==> config.mk <==
export PLATFORM = sky130hd
export DESIGN_NAME = pc_fetch_seq
export DESIGN_NICKNAME = d
export VERILOG_FILES = /design/src/rtl/pc_fetch_seq_pkg.sv /design/src/rtl/pc_fetch_seq_ext_word_count.sv /design/src/rtl/pc_fetch_seq.sv
export SDC_FILE = /design/constraint.sdc
export NUM_CORES = 1
export LEC_CHECK = 0
export CAP_MARGIN = 10
export CORE_ASPECT_RATIO = 1.75
export CORE_UTILIZATION = 30
export CTS_BUF_LIST = sky130_fd_sc_hd__clkbuf_4
export DETAILED_ROUTE_END_ITERATION = 12
export SYNTH_ARGS = -nofsm -noshare
export SYNTH_HDL_FRONTEND = slang
export SYNTH_SLANG_ARGS = --single-unit
==> constraint.sdc <==
create_clock -name clk -period 1.6 [get_ports clk]
set_input_delay 0.32 -clock clk [delete_from_list [all_inputs] [get_ports clk]]
set_output_delay 0.32 -clock clk [all_outputs]
set_load 0.02 [all_outputs]
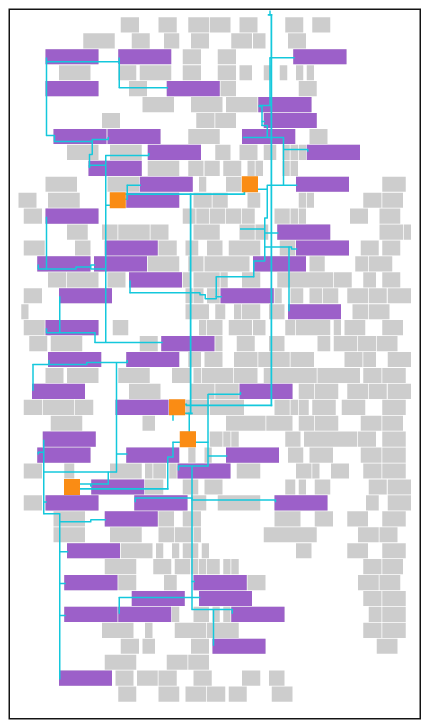
**Above:** clock network drawn from the DEF.
[orange] clock-net drivers | count: 5
[cyan] clock wires | length: 693 µm
[purple] flip-flops | count: 54
routed clock nets: 6
clock share of power: 0.073
Late-Pin Clk Latency: 0.39 ns
total clock network power: 0.629 mW

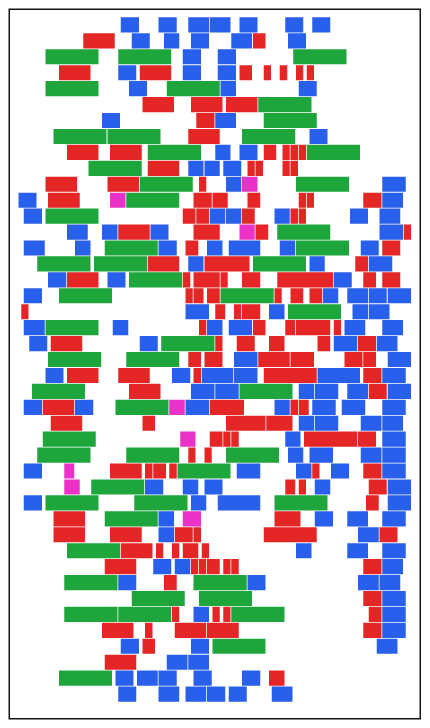
**Above:** placed cells, one color a class.
[blue] remaining buffers and delay cells | cells: 155
[red] remaining logic cells | cells: 150
[magenta] clock drivers and dummy loads | cells: 8
[green] sequential cells | cells: 54
# rows: 43
core area: 7855 µm²
fin area: 4307 µm²
flop share of the area: 0.3138

==> run summary <==
outcome: finished with violations
violated checks: negative setup slack
CP Cell Sequence: inv_2 > ha_4 > buf_6 > and2_1 > buf_6
RSZ-0062 raised after global routing: yes
Slew Limit Fails: 0
WL final: 7.519 mm
htree depth: 2
total power: 8.668 mW
Hold Violations, Final: 0
Setup Buffers After CTS: 13
share of layout cells above drive strength 1: 0.4305
Period minus WS final: 1.840 ns
maximum buffer depth of the clock tree: 2
most frequent cell on the critical path: buf_6
DR WL/cell: 16.42 µm
DP Area: 3904 µm²
yosys xor share: 0
Cell area leaders: dfrtp_1 (56%), mux2_2 (15%), nand2_1 (8.1%)
synthesized instance count: 212
total CTS buffers: 5
largest net degree at the start of global routing: 31
Worst Skew: 0.01230 ns
Hold Worst Slack: 0.2131 ns
Post-Layout Cell Count: 458
Setup Viol. Count Final: 53
FP Core Util: 0.3084
total stage count of the critical path: 5
final setup margin: -0.2402 ns
drt via density: 4.755
Port Buffers: 105
r2r setup slk: -0.17 ns
Max Clock Freq: 0.5434 GHz
flops out of synthesis: 54
post-cts sizing count: 217
number of enable flip-flop cells: 0
FA/HA/MAJ Cells, Area Fraction: 0.03099
nets: 409
Overflow after GRT: 0
Placer Congestion: 0.8448
die height: 120.9 µm
num ports: 109
CP max stage delay: 0.42 ns
worst slack at placement: -0.6541 ns
worst endpoint data arrival time: 1.52 ns
simple share: 0.1829
CTS tree: yes
Top cell area share: 0.5579
first-pass GRT wire length: 11.91 mm
cts hold-fix bufs: 0
AO/OA Area Share: 0.04700
most frequent cells in the layout: dfrtp_1 (54), dlygate4sd2_1 (54), nand2_1 (37)
DR vias: 2,178
number of max-cap violations: 0
Reg2Reg Depth: 9
yosys stat cell total: 212
total die area: 8452 µm²
TNS Setup: -6.688 ns
largest area contributor in the netlist: dfrtp_1
GRT Total Usage: 0.1854
HPWL after DPL: 5.225 mm
Ys Warns: 0
number of DRC markers in iteration 0: 67
die extent in x: 69.93 µm
dominant synthesized flop cell: dfrtp_1
Static Leakage: 2.144 nW
Worst Path Buf+Inv: 3
Clock Sinks: 54
via count of the first global-routing pass: 2,254
number of remaining DRC errors: 0
Async SR Flop Fraction: 1.000
maximum vdd drop: 1.094 mV
Post-Syn Area: 2422 µm²
CP max FO: 9
mux share: 0.1488
Routed Antenna Nets: 0
Crit Path Class: reg2out
startpoint types: flop
Worst setup EP type: output port
Synth Seq Share: 0.5579
syn_area_per_cell: 11.43 µm²
Final period util: 1.150
Root Buffer: clkbuf_4
Reg clk slew, reported paths: 0.15 ns
Hold WC Path Type: in2async
Log Warnings: 34
Slowest cell on crit path: dfrtp_1
initial antenna violation count: 1
Unique masters post-synth: 33
fin util: 0.5483
delay-heaviest family, CP: flip-flops
P&R area growth vs syn: 77.79%
Critical Path RT: 1.28 ns
dpl cells: 435
PwrDens: 2013 nW/µm²
## report_power, final
group / leakage [nW] / switching [mW] / internal [mW] / total, mW
logic: 1.45 / 2.71 / 2.98 / 5.68
clock network: 0.0312 / 0.457 / 0.172 / 0.629
registers: 0.667 / 0.350 / 2.00 / 2.35
total: 2.14 / 3.51 / 5.15 / 8.67
## logic make-up (layout without fill, tap and decap cells)
kind of cell | Yosys count | in the layout
DFF | 54 | 54
and+or+nand+nor | 90 | 90
buffers and inverters | 13 | 167
AOI/OAI and AO/OA | 16 | 16
adders and majority gates | 6 | 6
other | 1 | 3
muxes | 32 | 32
## cell type report
cell class	instances	area, µm²
Inverter	4	18.77
Fill cell	716	3548
Tap cell	90	112.6
Antenna cell	1	2.502
Clock inverter	3	21.27
Timing Repair Buffer	155	1469
Sequential cell	54	1351
Multi-Input combinational cell	146	1294
Clock buffer	5	37.54
## metal layers
| layer | up-vias | global-route usage | routed length (µm) | part of all wire |
|---|---|---|---|---|
| met4 | 0 | 0.09000 | 233 | 0.031 |
| met3 | 14 | 0.03322 | 380 | 0.051 |
| met5 | - | 0 | 0 | 0 |
| li1 | 1015 | - | - | - |
| met1 | 1062 | 0.2055 | 2840 | 0.38 |
| met2 | 87 | 0.3359 | 4065 | 0.54 |
## Yosys cell counts (all sizes together) (2+ instances only)
| cell | count |
|---|---|
| nand2b | 2 |
| nor2b | 2 |
| nor3b | 2 |
| ha | 6 |
| nand2 | 53 |
| clkbuf | 4 |
| o21ai | 4 |
| inv | 4 |
| nor4 | 2 |
| dfrtp | 54 |
| mux2 | 32 |
| nor2 | 8 |
| a31oi | 3 |
| and2 | 17 |
| buf | 5 |
Power is estimated from default activity; no workload was simulated.
